run_1/ff_map.png
Drawn at 4 px/um. Other sequential cells in the stronger gray, the rest of the logic in the fainter gray.
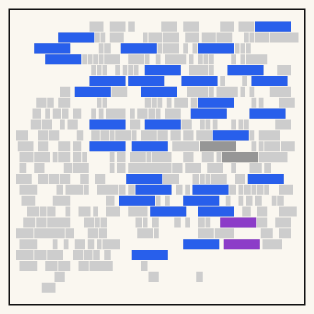
run_1/gates.png
Drawn at 4 px/um.
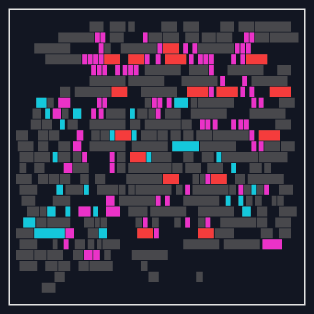
run_1/closeup.png
Region (24, 10) to (49, 35) um. Cells in gray, sequential cells in the stronger gray; small squares are vias.
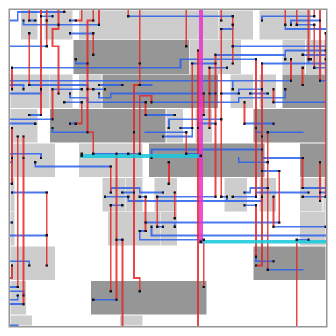
<file path="src/rtl/alu_op_encoder.sv">
// alu_op_encoder: MIPS instruction to 4-bit ALUctrl encoder
// with a 2-entry in-order output queue towards execute.
module alu_op_encoder #(
  parameter int TAG_W = 8
) (
  input  logic             clk,
  input  logic             rst_n,
  input  logic             flush,
  input  logic             in_valid,
  output logic             in_ready,
  input  logic [31:0]      in_instr,
  input  logic [TAG_W-1:0] in_tag,
  output logic             out_valid,
  input  logic             out_ready,
  output logic [3:0]       out_aluctrl,
  output logic             out_src_imm,
  output logic             out_imm_zext,
  output logic             out_shamt,
  output logic             out_illegal,
  output logic [TAG_W-1:0] out_tag
);

  typedef struct packed {
    logic [3:0]       aluctrl;
    logic             src_imm;
    logic             imm_zext;
    logic             shamt;
    logic             illegal;
    logic [TAG_W-1:0] tag;
  } ent_t;

  logic [5:0] w_op;
  logic [5:0] w_funct;
  logic       w_unused;
  ent_t       w_enc;
  logic       w_push;
  logic       w_pop;

  ent_t       r_mem [2];
  logic       r_wptr;
  logic       r_rptr;
  logic [1:0] r_count;

  assign w_op     = in_instr[31:26];
  assign w_funct  = in_instr[5:0];
  assign w_unused = ^in_instr[25:6];

  // Combinational decode of op/funct into the ALUctrl entry.
  always_comb begin
    w_enc          = '0;
    w_enc.tag      = in_tag;
    w_enc.illegal  = 1'b1;
    case (w_op)
      6'b000000: begin
        w_enc.illegal = 1'b0;
        case (w_funct)
          6'b100000,
          6'b100001: w_enc.aluctrl = 4'b0000;
          6'b100010,
          6'b100011: w_enc.aluctrl = 4'b1000;
          6'b000000: begin
            w_enc.aluctrl = 4'b0001;
            w_enc.shamt   = 1'b1;
          end
          6'b000010: begin
            w_enc.aluctrl = 4'b0101;
            w_enc.shamt   = 1'b1;
          end
          6'b000011: begin
            w_enc.aluctrl = 4'b1101;
            w_enc.shamt   = 1'b1;
          end
          6'b000100: w_enc.aluctrl = 4'b0001;
          6'b000110: w_enc.aluctrl = 4'b0101;
          6'b000111: w_enc.aluctrl = 4'b1101;
          6'b101011: w_enc.aluctrl = 4'b0010;
          6'b101010: w_enc.aluctrl = 4'b1010;
          6'b100100: w_enc.aluctrl = 4'b0011;
          6'b100101: w_enc.aluctrl = 4'b0100;
          6'b100110: w_enc.aluctrl = 4'b0110;
          6'b100111: w_enc.aluctrl = 4'b0111;
          default:   w_enc.illegal = 1'b1;
        endcase
      end
      6'b001000,
      6'b001001,
      6'b100011,
      6'b101011: begin
        w_enc.illegal = 1'b0;
        w_enc.aluctrl = 4'b0000;
        w_enc.src_imm = 1'b1;
      end
      6'b000100,
      6'b000101: begin
        w_enc.illegal = 1'b0;
        w_enc.aluctrl = 4'b1000;
      end
      6'b001010: begin
        w_enc.illegal = 1'b0;
        w_enc.aluctrl = 4'b1010;
        w_enc.src_imm = 1'b1;
      end
      6'b001011: begin
        w_enc.illegal = 1'b0;
        w_enc.aluctrl = 4'b0010;
        w_enc.src_imm = 1'b1;
      end
      6'b001100: begin
        w_enc.illegal  = 1'b0;
        w_enc.aluctrl  = 4'b0011;
        w_enc.src_imm  = 1'b1;
        w_enc.imm_zext = 1'b1;
      end
      6'b001101: begin
        w_enc.illegal  = 1'b0;
        w_enc.aluctrl  = 4'b0100;
        w_enc.src_imm  = 1'b1;
        w_enc.imm_zext = 1'b1;
      end
      6'b001110: begin
        w_enc.illegal  = 1'b0;
        w_enc.aluctrl  = 4'b0110;
        w_enc.src_imm  = 1'b1;
        w_enc.imm_zext = 1'b1;
      end
      6'b001111: begin
        w_enc.illegal  = 1'b0;
        w_enc.aluctrl  = 4'b1111;
        w_enc.src_imm  = 1'b1;
        w_enc.imm_zext = 1'b1;
      end
      default: w_enc.illegal = 1'b1;
    endcase
    if (w_enc.illegal) begin
      w_enc.aluctrl  = 4'b0000;
      w_enc.src_imm  = 1'b0;
      w_enc.imm_zext = 1'b0;
      w_enc.shamt    = 1'b0;
    end
  end

  assign in_ready  = (r_count < 2'd2);
  assign out_valid = (r_count != 2'd0);
  assign w_push    = in_valid && in_ready && !flush;
  assign w_pop     = out_valid && out_ready && !flush;

  // Queue storage; written on a push edge only.
  always_ff @(posedge clk or negedge rst_n) begin
    if (!rst_n) begin
      for (int i = 0; i < 2; i++) r_mem[i] <= '0;
    end else if (w_push) begin
      r_mem[r_wptr] <= w_enc;
    end
  end

  // Pointers and occupancy; flush clears everything.
  always_ff @(posedge clk or negedge rst_n) begin
    if (!rst_n) begin
      r_wptr  <= 1'b0;
      r_rptr  <= 1'b0;
      r_count <= 2'd0;
    end else if (flush) begin
      r_wptr  <= 1'b0;
      r_rptr  <= 1'b0;
      r_count <= 2'd0;
    end else begin
      if (w_push) r_wptr <= ~r_wptr;
      if (w_pop)  r_rptr <= ~r_rptr;
      case ({w_push, w_pop})
        2'b10:   r_count <= r_count + 2'd1;
        2'b01:   r_count <= r_count - 2'd1;
        default: r_count <= r_count;
      endcase
    end
  end

  assign out_aluctrl  = r_mem[r_rptr].aluctrl;
  assign out_src_imm  = r_mem[r_rptr].src_imm;
  assign out_imm_zext = r_mem[r_rptr].imm_zext;
  assign out_shamt    = r_mem[r_rptr].shamt;
  assign out_illegal  = r_mem[r_rptr].illegal;
  assign out_tag      = r_mem[r_rptr].tag;

endmodule

</file>
<file path="config.mk">
export PLATFORM = sky130hd
export DESIGN_NAME = alu_op_encoder
export DESIGN_NICKNAME = d
export VERILOG_FILES = /design/src/rtl/alu_op_encoder.sv
export SDC_FILE = /design/constraint.sdc
export NUM_CORES = 1
export LEC_CHECK = 0
export CORE_UTILIZATION = 38
export CTS_BUF_LIST = sky130_fd_sc_hd__clkbuf_8
export DETAILED_ROUTE_END_ITERATION = 8
export PLACE_DENSITY = 0.69
export SETUP_SLACK_MARGIN = 0.2
export SLEW_MARGIN = 40
export SYNTH_ARGS = -nofsm -noshare
export SYNTH_HDL_FRONTEND = slang
export SYNTH_SLANG_ARGS = --single-unit
export TNS_END_PERCENT = 20
</file>
<file path="constraint.sdc">
create_clock -name clk -period 1.99 [get_ports clk]
set_clock_uncertainty 0.2 [all_clocks]
set_input_delay 0.4975 -clock clk [delete_from_list [all_inputs] [get_ports clk]]
set_output_delay 0.4975 -clock clk [all_outputs]
set_load 0.02 [all_outputs]
</file>
==> qor.tcl, run 1 <==
set qor(globalplace.congestion) 0.792
set qor(overall_die_width_um) 73.5
set qor(failed_checks) {setup timing}
set qor(hold_path.startpoint) {r_mem[11]}
set qor(finalSetupViolCount) 16
set qor(worstSetupEndpointType) {primary output}
set qor(worst-setup-path-type) {register to primary output}
set qor(num_vias) 1774
set qor(layout_setup_ws_ps) -61.9
set qor(area.growth.synth_to_final_pct) 48.4
set qor(final.min_clock_period_ps) 2050
set qor(synthMostInstantiatedCell) {sky130_fd_sc_hd__nand2_1}
set qor(detail-route-antenna-nets) 0
set qor(chipArea_mm2) 0.00540
set qor(route.final.wire_length_mm) 4.51
set qor(design.core.area_mm2) 0.00482
set qor(netSwitchingPower_mw) 0.675
set qor(clk_transition_reported_paths_ps) 70
set qor(reg2reg_to) {r_mem[8]}
set qor(whs_endpoint) {r_mem[11]}
set qor(number_of_global_route_vias_before_repair) 1733
set qor(required_ps) 1290
set qor(fp.dieH_um) 73.5
set qor(outcome) {complete, but fails checks}
set qor(detail_route.vias_per_cell) 4.90
Notes on ff_map.png above:
signal	color	flops
r_mem	blue	32
r_count	purple	2

Notes on gates.png above:
family	color	cells	most used
nand cells	magenta	82	nand2_1
nor cells	cyan	25	nor2_1
mux cells	red	16	mux2_2
most frequent logic cell in the layout: sky130_fd_sc_hd__nand2_1
Final Non-Filler Cells: 362
share of cell area taken by multi-input logic gates: 0.373

Notes on closeup.png above:
layer	color
M4	magenta
M2	red
M1	blue
M3	cyan
sequential cells in the window	7
cells with their middle in the window	36
most frequent	nand2_1 (7), o21ai_1 (7), dfrtp_1 (7)
netlist names of flops here include	r_mem (7)

## run 1: kinds of logic after synthesis
logic type,share of synthesized area
xor+xnor,0.0180
compound gates,0.111
mux,0.0927
simple gates,0.278
buf+inv,0.0373
flops,0.464
## run 1: power by group through the flow
stage	logic (mW)	clock network, mW	registers (mW)
finish	0.714	0.623	0.947
global route	0.783	0.662	0.966
CTS	0.676	0.636	0.944
detailed placement	0.677	0	0.955
global placement	0.667	0	0.947
floorplan	0.373	0	0.934
## run 1: worst max-delay path by stage
stage | endpoint | startpoint | depth (start not counted) | slack [ps]
2_1_floorplan | r_mem[13] | in_instr[31] | 4 | 150
3_3_place_gp | r_mem[29] | in_instr[31] | 5 | -390
5_1_grt | out_illegal | r_rptr | 3 | -100
4_1_cts | out_illegal | r_rptr | 3 | -70
6_report | out_aluctrl[1] | r_rptr | 3 | -60
3_5_place_dp | r_mem[13] | in_instr[31] | 5 | -440
## run 1: through the flow
stage                     instance area [um^2]  utilization
after floorplan                           1950            -
after global placement                    2670        0.554
after detailed placement                  2670        0.554
after CTS                                 2770        0.574
after global routing                      2880        0.598
final                                     2880        0.598
## run 1: final cells by class
type	count	area (um^2)
Clock buffer	5	68.8
Clock inverter	3	38.8
Fill cell	435	1930
Inverter	4	15.0
Multi-Input combinational cell	172	1080
Sequential cell	36	901
Tap cell	67	83.8
Timing Repair Buffer	75	699
## run 1: routing by layer
metal	GRT usage	up-vias	wire [um]
li1	-	894	-
met4	0.0641	0	72
met2	0.311	32	2150
met1	0.238	841	2140
met3	0.0357	7	150
met5	0	-	0
## run 1: timing repair
action,in CTS,in global routing
endpoints found under the setup margin,50,46
gates resized,121,34
pin swaps,13,16
## run 1: flip-flops by register name, summed over array words and instances (netlist names)
name and cells:
r_count 2, r_rptr 1, r_wptr 1, r_mem 32
==> run 2: changes to the inputs <==
--- a/config.mk
+++ b/config.mk
@@ -7,6 +7,7 @@
 export LEC_CHECK = 0
 export CORE_UTILIZATION = 38
 export CTS_BUF_LIST = sky130_fd_sc_hd__clkbuf_8
+export CTS_CLUSTER_SIZE = 28
 export DETAILED_ROUTE_END_ITERATION = 8
 export PLACE_DENSITY = 0.69
 export SETUP_SLACK_MARGIN = 0.2
run_2/pinout.png
Drawn at 6 px/um. Pins as bars across the die edge, other pins in gray.
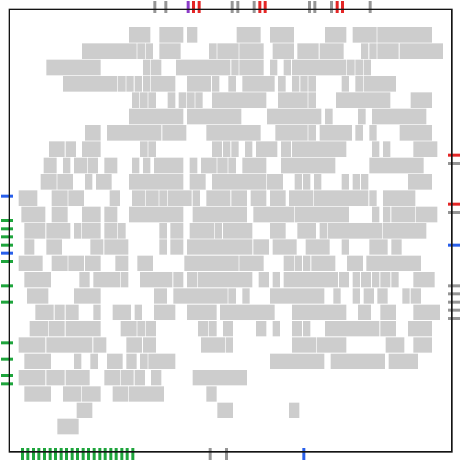
port	color	pins	direction	edge
in_instr	green	32	input	21 bottom, 11 left
out_src_imm	purple	1	output	top
out_aluctrl	blue	4	output	2 left, 1 bottom, 1 right
out_tag	red	8	output	6 top, 2 right
all pins by edge	24 bottom, 16 top, 13 left, 10 right

==> run 2 against run 1 <==
Compared with the run above:
- the run still ends with setup timing left
- critical path depth stayed put
- count of clock-buffer cells in the layout stayed put
- first-iteration DRC count stayed put
- synthesized area stayed put
- fmax stayed put
- critical path type unchanged
- non-clock buffer count stayed put
- synthesized cell count stayed put
- global-route usage stayed put
- critical endpoint unchanged
- sequential share of layout area stayed put
- routed wire length stayed put
==> qor.tcl, run 2 <==
set qor(startpoint) {r_rptr} ;# unchanged
set qor(number_of_global_route_vias_before_repair) 1733 ;# unchanged
set qor(fp.dieH_um) 73.5 ;# unchanged
set qor(route.final.wire_length_mm) 4.51 ;# unchanged
set qor(logic_family) {simple AND/OR/NAND/NOR gates} ;# unchanged
set qor(detail_route.vias_per_cell) 4.90 ;# unchanged
set qor(layout_setup_ws_ps) -61.9 ;# unchanged
set qor(final.min_clock_period_ps) 2050 ;# unchanged
set qor(globalplace.congestion) 0.792 ;# unchanged
set qor(utilization) 0.598 ;# unchanged
set qor(synthXorXnorAreaFrac) 0.0180 ;# unchanged
set qor(final.fill_count) 435 ;# unchanged
set qor(synthAoiAreaFrac) 0.111 ;# unchanged
set qor(worstSetupEndpointType) {primary output} ;# unchanged
set qor(clock_tree.htree_level_count) 2 ;# unchanged
set qor(largest_register_ff_count) 32 ;# unchanged
set qor(biggestRegsByFlops) {r_mem: 32 flops, r_count: 2 flops} ;# unchanged
set qor(postPlaceCellArea_mm2) 0.00267 ;# unchanged
set qor(synth_adder_area_share) 0 ;# unchanged
set qor(layout_top_cell_excl_fill_tap) {sky130_fd_sc_hd__nand2_1} ;# unchanged
set qor(overall_die_width_um) 73.5 ;# unchanged
set qor(design.core.area_mm2) 0.00482 ;# unchanged
set qor(area.growth.synth_to_final_pct) 48.4 ;# unchanged
set qor(largest-register) {r_mem} ;# unchanged
set qor(outcome) {complete, but fails checks} ;# unchanged
set qor(finalSetupViolCount) 16 ;# unchanged
set qor(failed_checks) {setup timing} ;# unchanged
set qor(required_ps) 1290 ;# about the same
set qor(layout.cells.non_filler) 362 ;# unchanged
set qor(chipArea_mm2) 0.00540 ;# unchanged
set qor(clk_transition_reported_paths_ps) 70 ;# about the same
run_2/closeup.png
Region (24, 10) to (49, 35) um. Cells in gray, sequential cells in the stronger gray; small squares are vias.
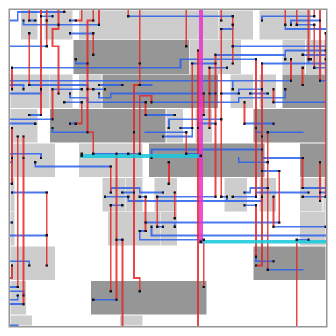
layer	color
M3	cyan
M2	red
M4	magenta
M1	blue
cells with their middle in the window	36
sequential cells in the window	7
netlist names of flops here include	r_mem (7)
most frequent	nand2_1 (7), o21ai_1 (7), dfrtp_1 (7)

==> run 2: cell counts in the layout (fill, tap and decap cells not counted) <==
No cell type changed its count.
==> run 2: path summary, 6_finish.rpt <==
check	endpoint	slack (ps)	cells after the start
setup / recovery	out_aluctrl[1]	-60	3
hold / removal	r_mem[11]	270	2
setup reg to reg	r_mem[8]	280	6
hold reg to reg	r_mem[11]	270	2
max in group asynchronous	r_mem[15]	1030	2
min in group asynchronous	r_mem[22]	370	2
==> run 2: worst max-delay path, stage by stage, from the launching register on <==
cell and delay, ps:
sky130_fd_sc_hd__dfrtp_1 410, sky130_fd_sc_hd__buf_12 150, sky130_fd_sc_hd__mux2_2 340, sky130_fd_sc_hd__buf_4 160
==> run 2: layout make-up <==
type / count / area, um^2 / share of cell area
clock buffers: 5 / 68.8 / 0.0239
clock inverters: 3 / 38.8 / 0.0135
flip-flops and latches: 36 / 901 / 0.313
multi-input cells: 172 / 1080 / 0.373
repair buffers: 75 / 699 / 0.243
well taps: 67 / 83.8 / 0.0291
inverters: 4 / 15.0 / 0.00521
==> run 2: kinds of logic after synthesis <==
logic type / Yosys count
AND/OR/NAND/NOR: 116
AND-OR/OR-AND: 36
flip-flops: 36
buffers and inverters: 17
multiplexers: 16
XOR/XNOR: 4
==> run 2: power breakdown <==
part | internal, mW | switching (mW)
Sequential | 0.871 | 0.0759
Clock | 0.366 | 0.257
Combinational | 0.371 | 0.343
Total | 1.61 | 0.675
==> run 2: routing by layer <==
layer  track usage  share of wire  up-vias
met2         0.311           0.48       32
met4        0.0641          0.016        0
li1              -              -      894
met3        0.0357          0.033        7
met5             0              0        -
met1         0.238           0.47      841
==> run 2: timing repair <==
action / CTS / global route
endpoints found under the hold margin: 0 / 0
gates resized: 121 / 34
pin swaps: 13 / 16
endpoints found under the setup margin: 50 / 46
==> run 3: changes to the inputs <==
--- a/config.mk
+++ b/config.mk
@@ -9,7 +9,7 @@
 export CTS_BUF_LIST = sky130_fd_sc_hd__clkbuf_8
 export CTS_CLUSTER_SIZE = 28
 export DETAILED_ROUTE_END_ITERATION = 8
-export PLACE_DENSITY = 0.69
+export PLACE_DENSITY = 0.71
 export SETUP_SLACK_MARGIN = 0.2
 export SLEW_MARGIN = 40
 export SYNTH_ARGS = -nofsm -noshare
run_3/pinout.png
Drawn at 6 px/um. Pins as bars across the die edge, other pins in gray.
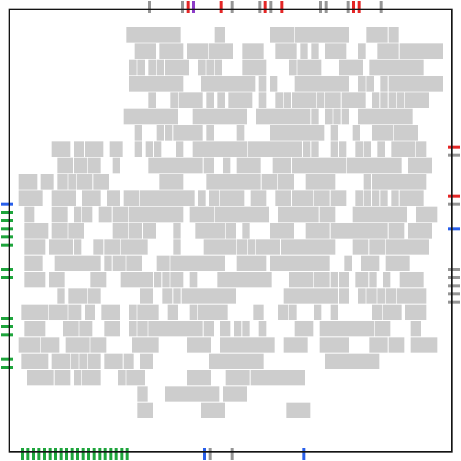
port	color	pins	direction	edge
out_src_imm	purple	1	output	top
out_aluctrl	blue	4	output	2 bottom, 1 left, 1 right
out_tag	red	8	output	6 top, 2 right
in_instr	green	32	input	20 bottom, 12 left
all pins by edge	24 bottom, 16 top, 13 left, 10 right
overall die width: 73.5 um
PortBufs: 42

==> run 3 against run 2 <==
Compared with the run above:
- sequential share of layout area hardly changed
- first-iteration DRC count grew 13%
- the flow still finishes with violations (setup timing)
- count of clock-buffer cells in the layout grew 1
- critical endpoint is now out_aluctrl[0]
- worst hold slack lost 2.5 ps
- clock power down 16%
==> qor.tcl, run 3 <==
set qor(regToRegSetupSlack_ps) 270 ;# was 280 ps
set qor(whs_endpoint) {r_mem[6]} ;# was r_mem[11]
set qor(cpMaxStageDelayCell) {sky130_fd_sc_hd__dfrtp_2} ;# was sky130_fd_sc_hd__dfrtp_1
set qor(postPlaceCellArea_mm2) 0.00265 ;# was 0.00267 mm^2
set qor(chipArea_mm2) 0.00540 ;# unchanged
set qor(hold_path.startpoint) {r_mem[6]} ;# was r_mem[11]
set qor(synthMostInstantiatedCell) {sky130_fd_sc_hd__nand2_1} ;# unchanged
set qor(critical_path.n_buffers_inverters) 3 ;# was 2
set qor(clk_transition_reported_paths_ps) 70 ;# about the same
set qor(timing.critical_path.cells) {buf_6, buf_16, mux2_4, buf_6} ;# was buf_12, mux2_2, buf_4
set qor(layout_setup_ws_ps) -101 ;# was -61.9 ps
set qor(post_synth_instance_area_mm2) 0.00194 ;# unchanged
set qor(worst-setup-path-type) {register to primary output} ;# unchanged
set qor(ys_async_sr_fraction) 1.00 ;# unchanged
set qor(critPathMostFrequentCell) {sky130_fd_sc_hd__buf_6}
set qor(syn-mean-instance-area_um2) 8.64 ;# unchanged
set qor(cp_num_cells) 4 ;# was 3
set qor(crit_family) {flip-flops} ;# unchanged
set qor(detail_route.vias_per_cell) 4.95 ;# was 4.90
set qor(seq_power_share) 0.431 ;# was 0.415
set qor(design.core.area_mm2) 0.00482 ;# unchanged
set qor(layout.cell_area.non_filler_mm2) 0.00289 ;# was 0.00288 mm^2
set qor(failed_checks) {setup timing} ;# unchanged
set qor(startpoint) {r_rptr} ;# unchanged
set qor(number_of_global_route_vias_before_repair) 1696 ;# was 1733
set qor(largest_register_ff_count) 32 ;# unchanged
set qor(cell_internal_pwr_mw) 1.53 ;# was 1.61 mW
set qor(route.final.wire_length_mm) 4.47 ;# was 4.51 mm
set qor(crit_path_end) {out_aluctrl[0]} ;# was out_aluctrl[1]
set qor(max-vdd-ir-drop_v) 0.000268 ;# was 0.000305 V
set qor(worstSetupEndpointType) {primary output} ;# unchanged
set qor(globalplace.congestion) 0.791 ;# was 0.792
set qor(finalSetupViolCount) 16 ;# unchanged
set qor(ff2ff_path_depth) 6 ;# unchanged
set qor(largest-register) {r_mem} ;# unchanged
set qor(netSwitchingPower_mw) 0.662 ;# was 0.675 mW
set qor(biggestRegsByFlops) {r_mem: 32 flops, r_count: 2 flops} ;# unchanged
set qor(clock_tree.htree_level_count) 2 ;# unchanged
set qor(outcome) {complete, but fails checks} ;# unchanged
set qor(p_total_mw) 2.19 ;# was 2.28 mW
set qor(layout_top_cell_excl_fill_tap) {sky130_fd_sc_hd__nand2_1} ;# unchanged
set qor(reg2reg_to) {r_mem[1]} ;# was r_mem[8]
set qor(worstHoldPathCells) 2 ;# unchanged
set qor(detail-route-antenna-nets) 0 ;# unchanged
set qor(final.min_clock_period_ps) 2090 ;# was 2050 ps
set qor(comb_power_frac) 0.330 ;# was 0.313
set qor(critical-path-max-stage-delay_ps) 420 ;# was 410 ps
set qor(share_clk_of_total_power) 0.239 ;# was 0.273
run_3/closeup.png
Region (24, 10) to (49, 35) um. Cells in gray, sequential cells in the stronger gray; small squares are vias.
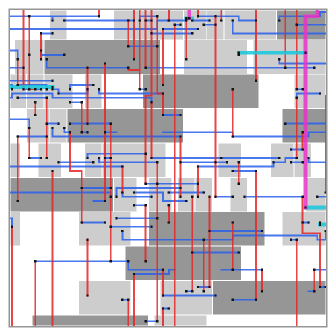
layer	color
M4	magenta
M1	blue
M2	red
M3	cyan
cells with their middle in the window	38
sequential cells in the window	7
most frequent	nand2_1 (9), dfrtp_1 (7), o21ai_1 (6)
netlist names of flops here include	r_mem (7)

## run 3: cell type report
class / instances / area, um^2
inverter: 4 / 15.0
fill: 445 / 1930
clock buffer: 6 / 82.6
multi-input combinational: 172 / 1030
tap: 67 / 83.8
timing repair buffer: 78 / 759
clock inverter: 2 / 11.3
sequential: 36 / 902
## run 3: cells by family after synthesis
family,share of synthesized area
AND/OR/NAND/NOR,0.278
AND-OR/OR-AND,0.111
XOR/XNOR,0.0180
buffers and inverters,0.0373
flip-flops,0.464
multiplexers,0.0927
## run 3: timing repair
| item | 4_1_cts | 5_1_grt |
|---|---|---|
| setup buffers | 4 | 0 |
| resized | 131 | 21 |
| gates cloned | 1 | 0 |
| endpoints found under the setup margin | 50 | 30 |
| pin swaps | 12 | 12 |
## run 3: worst reg2reg max path, delay by kind of cell (launching register included)
kind	cells	cell delay (ps)
buffers and inverters	2	320
AND/OR/NAND/NOR	4	730
flip-flops	1	370
## run 3: power groups by stage
| stage | Combinational [mW] | Clock, mW | Sequential [mW] |
|---|---|---|---|
| 6_report | 0.721 | 0.523 | 0.943 |
| 5_1_grt | 0.792 | 0.578 | 0.960 |
| 4_1_cts | 0.703 | 0.537 | 0.941 |
| 3_5_place_dp | 0.670 | 0 | 0.955 |
| 3_3_place_gp | 0.662 | 0 | 0.948 |
| 2_1_floorplan | 0.373 | 0 | 0.934 |
## run 3: stage by stage
| stage | hold WS, ps | cells |
|---|---|---|
| floorplan | 1.91 | 225 |
| global placement | 252 | 352 |
| detailed placement | 258 | 352 |
| CTS | 275 | 365 |
| global route | 294 | 365 |
| finish | 272 | 365 |
## run 3: routing by layer
layer	up-vias	wire length, um	global-route usage
met5	-	0	0
met4	0	67	0.0705
met3	8	157	0.0453
met2	45	2260	0.307
met1	847	1980	0.229
li1	905	-	-
Power and IR drop assume default switching activity.
